### Clock wiring as the flow saved it

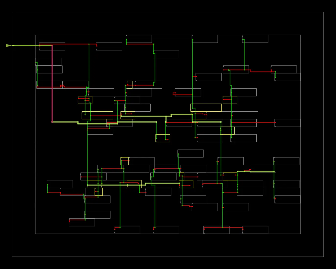
### Sequential cells grouped by signal name

Other sequential cells in the stronger gray, the rest of the logic in the fainter gray.
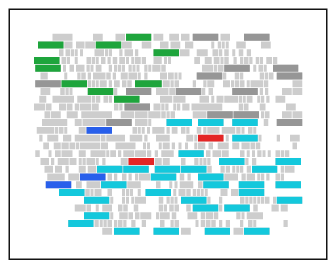
`config.mk`:
```
export PLATFORM = sky130hd
export DESIGN_NAME = dso_wave_reader
export DESIGN_NICKNAME = d
export VERILOG_FILES = /design/src/rtl/dso_wave_reader.sv
export SDC_FILE = /design/constraint.sdc
export NUM_CORES = 1
export LEC_CHECK = 0
export ABC_AREA = 1
export CORE_ASPECT_RATIO = 0.75
export CORE_MARGIN = 8
export CORE_UTILIZATION = 50
export CTS_CLUSTER_SIZE = 25
export DETAILED_ROUTE_END_ITERATION = 16
export GPL_ROUTABILITY_DRIVEN = 0
export PLACE_DENSITY_LB_ADDON = 0.15
export SLEW_MARGIN = 0
export SYNTH_ARGS = -nofsm -noshare
export SYNTH_HDL_FRONTEND = slang
export SYNTH_SLANG_ARGS = --single-unit
```
`constraint.sdc`:
```
create_clock -name clk -period 1.87 [get_ports clk]
set_input_delay 0.374 -clock clk [delete_from_list [all_inputs] [get_ports clk]]
set_output_delay 0.374 -clock clk [all_outputs]
set_load 0.01 [all_outputs]
```
`src/rtl/dso_wave_reader.sv`:
```
// rtl/dso_wave_reader.sv - waveform RAM read engine streaming (x, y) points; DSO_WAVE_READER_INVERT_EN flips y
module dso_wave_reader #(
    parameter int WAVE_POINTS = 300,
    parameter int RD_LAT      = 1,
    parameter int FIFO_DEPTH  = 4
) (
    input  logic       clk,
    input  logic       rstn,
    input  logic       frame_start,
    output logic       ram_rd_en,
    output logic [9:0] wave_rd_addr,
    input  logic [7:0] wave_rd_data,
    output logic       ram_rd_over,
    output logic       pt_valid,
    input  logic       pt_ready,
    output logic [9:0] pt_x,
    output logic [7:0] pt_y,
    output logic       busy,
    output logic       frame_done
);

    localparam int CW = $clog2(FIFO_DEPTH + 1);
    localparam int PW = (FIFO_DEPTH > 1) ? $clog2(FIFO_DEPTH) : 1;
    localparam logic [9:0] LAST = 10'(WAVE_POINTS - 1);

    typedef enum logic [1:0] {IDLE, READ, DRAIN, OVER} state_t;

    state_t          state, state_nxt;
    logic [RD_LAT-1:0] lat_sr;
    logic [CW-1:0]   fifo_count;
    logic [CW-1:0]   inflight;
    logic [CW:0]     used;
    logic [PW-1:0]   wr_ptr, rd_ptr;
    logic [7:0]      mem [FIFO_DEPTH];
    logic [7:0]      head_y;
    logic [9:0]      rd_addr, x_cnt;
    logic            pop, push, start;

    function automatic logic [PW-1:0] ptr_inc(input logic [PW-1:0] p);
        return (p == PW'(FIFO_DEPTH - 1)) ? '0 : p + PW'(1);
    endfunction

`ifdef DSO_WAVE_READER_INVERT_EN
    assign head_y = 8'd255 - mem[rd_ptr];
`else
    assign head_y = mem[rd_ptr];
`endif

    assign push         = lat_sr[RD_LAT-1];
    assign start        = (state == IDLE) && frame_start;
    assign wave_rd_addr = rd_addr;
    assign pt_x         = x_cnt;

    always_comb begin
        inflight = '0;
        for (int i = 0; i < RD_LAT; i++) begin
            inflight = inflight + CW'(lat_sr[i]);
        end
    end

    always_ff @(posedge clk or negedge rstn) begin
        if (!rstn) begin
            state <= IDLE;
        end else begin
            state <= state_nxt;
        end
    end

    always_comb begin
        state_nxt = state;
        case (state)
            IDLE:    if (frame_start) state_nxt = READ;
            READ:    if (ram_rd_en && (rd_addr == LAST)) state_nxt = DRAIN;
            DRAIN:   if (pop && (x_cnt == LAST)) state_nxt = OVER;
            default: state_nxt = IDLE;
        endcase
    end

    // A pop in the same cycle frees its credit, which keeps issue bubble-free
    always_comb begin
        busy        = (state != IDLE);
        ram_rd_over = (state == OVER);
        frame_done  = (state == OVER);
        pt_valid    = (fifo_count != '0);
        pt_y        = pt_valid ? head_y : 8'd0;
        pop         = pt_valid && pt_ready;
        used        = (CW+1)'(fifo_count) + (CW+1)'(inflight) - (CW+1)'(pop);
        ram_rd_en   = (state == READ) && (used < (CW+1)'(FIFO_DEPTH));
    end

    always_ff @(posedge clk or negedge rstn) begin
        if (!rstn) begin
            lat_sr     <= '0;
            fifo_count <= '0;
            wr_ptr     <= '0;
            rd_ptr     <= '0;
            rd_addr    <= '0;
            x_cnt      <= '0;
            for (int i = 0; i < FIFO_DEPTH; i++) begin
                mem[i] <= '0;
            end
        end else begin
            lat_sr <= (lat_sr << 1) | RD_LAT'(ram_rd_en);
            if (push) begin
                mem[wr_ptr] <= wave_rd_data;
                wr_ptr      <= ptr_inc(wr_ptr);
            end
            if (pop) begin
                rd_ptr <= ptr_inc(rd_ptr);
            end
            case ({push, pop})
                2'b10:   fifo_count <= fifo_count + CW'(1);
                2'b01:   fifo_count <= fifo_count - CW'(1);
                default: fifo_count <= fifo_count;
            endcase
            if (start) begin
                rd_addr <= '0;
            end else if (ram_rd_en) begin
                rd_addr <= (rd_addr == LAST) ? '0 : rd_addr + 10'd1;
            end
            if (start) begin
                x_cnt <= '0;
            end else if (pop) begin
                x_cnt <= (x_cnt == LAST) ? '0 : x_cnt + 10'd1;
            end
        end
    end

endmodule

```
==> ci_impl_report.md <==
## PnR job results

| Metric | Value |
|---|---|
| Mux area share | less than 1% |
| Fill cell count | 555 |
| Placement Setup Slack | -0.8607 ns |
| CP delay by family, top | simple AND/OR/NAND/NOR gates |
| DRC errors left | 0 |
| Chip area | roughly 9600 µm² |
| Worst reg2reg path depth | 12 |
| Met1 usage | 23.03% |
| Top logic family | simple AND/OR/NAND/NOR gates |
| Crit. path cell count | 11 |
| Synth Net Count | around 450 |
| PwrDens | ~1700 nW/µm² |
| Synth warn | 0 |
| Wire per inst | 14.17 µm |
| Total CTS buffers | 9 |
| Yosys stat area | about 3400 µm² |
| Final wirelength | 8432 µm |
| DR top layer | met4 |
| CTS Buffer Depth | 2 |
| Worst-path clk slew | 0.07 ns |
| Final ANT Viol Nets | 0 |
| CP peak stage delay | 0.40 ns |
| DP Area | 4116 µm² |
| Number of vias per cell | 5.111 |
| Max reg flops | 32 |
| Most used cell, CP | nand2_4 |
| Seq pwr | 0.00223 W |
| Clock power frac | approximately 17% |
| Dominant cell area share | 46.08% |
| Most frequent cell after synthesis | nand2_1 |
| Worst Slack Setup Final | -0.4057 ns |
| Post-CTS Setup Inserts | 9 |
| Clk. pwr | 0.00130 W |
| #FFs+latches synth | 62 |
| Class of the worst hold path | in -> async |
| Worst VDD drop | 1145 µV |
| Logic share of the area | 37.70% |
| Iteration-0 DRC Markers | 158 |
| Crit path launch | fifo_count[1]$_DFFE_PN0P_ |
| Logic area | 1709 µm² |
| Sequential share of power | 29.5% |
| TritonCTS clock tree | built |
| MaxCap Viol Count | 0 |
| AND-OR/OR-AND Cells, Area Fraction | between 10% and 20% |
| Combinational power | about 0.004 W |
| Crit path arrival time | 1.90 ns |
| H-tree Lvls | 3 |
| Setup Viol. Count Final | 16 |
| Mapped Area | 3367 µm² |
| First-pass GRT wire length | approximately 14,000 µm |
| Library cells used by synthesis | 36 |
| Number of OpenROAD warnings | 34 |
| Clock network area share | 4.913% |
| CP Capture Type | output pin |
| Core ar. | 6669 µm² |
| Comb pwr share | 53.3% |
| Via Count | 3,041 |
| Die H | roughly 87 µm |
| Fin Setup TNS | -1.376 ns |
| RSZ-0062 raised after global routing | yes |
| Row count | 26 |
| # Taps | 84 |
| Biggest register | mem |
| P_leak | 2.215 nW |
| Register area | between 1500 and 2000 µm² |
| Required time worst endpoint | 1.50 ns |
| Largest class | logic gates |
| Worst Max-Slew Pin Slew | around 0.55 ns |
| # placed instances | 567 |
| Failing checks | negative setup slack |
| Count of pins over their slew limit | 0 |
| # port buffers | 44 |
| Flop share of the area | 34.25% |
| Top cells by count | 92 x nand2_1, 62 x dfrtp_1, 57 x nor2_1, 57 x o21ai_0, 37 x inv_1 |
| Met3 GRT Util | 5.441% |
| P&R area growth vs syn | 34.63% |
| Post-CTS resize count | 72 |
| Post-route cell area | 4533 µm² |
| Slew HR | 63.45% |
| Vias in the first global route | 2,876 |
| Worst Setup Start Kind | flop |
| Crit path cell chain | buf_4, inv_1, ha_4, nand2_2, inv_2, nand3_4, nand3_1, nand2_4, nand2_4, inv_4, buf_6 |
| Number of logic gates | ~300 |
| Largest net degree at the start of global routing | 41 |
| Tmin final | approximately 2.3 ns |
| Register share after synthesis | 46.08% |
| Avg Synthesized Cell Area | about 8.0 µm² |
| Yosys simple share | between 20% and 30% |
| Syn Inst Count | 420 |
| Post-layout period usage | 121.7% |
| Final hold slack | 0.02003 ns |
| Status | complete, but fails checks |
| Fp util | 50.49% |
| Ant diodes | 0 |
| Largest power group | combinational cells |
| Die span in x | 110.8 µm |
| Post-synth EDFFs | 0 |
| I/O pin count | 45 |
| Post-synthesis async set-or-reset flop share | 100.0% |
| Buffering overhead | 17.06% |
| Layout cells sized above 1 | around 23% |
| Initial DRT Pass Iterations | 5 |
About 'Clock wiring as the flow saved it':
sequential cell count: 62
Insertion Delay late pin: 0.33 ns

About 'Sequential cells grouped by signal name':
- blue: fifo_count (flops 3)
- green: wave_rd_addr (flops 10)
- red: rd_ptr (flops 2)
- cyan: mem (flops 32)

No activity file was given, so power comes from the tool's default toggle rates.
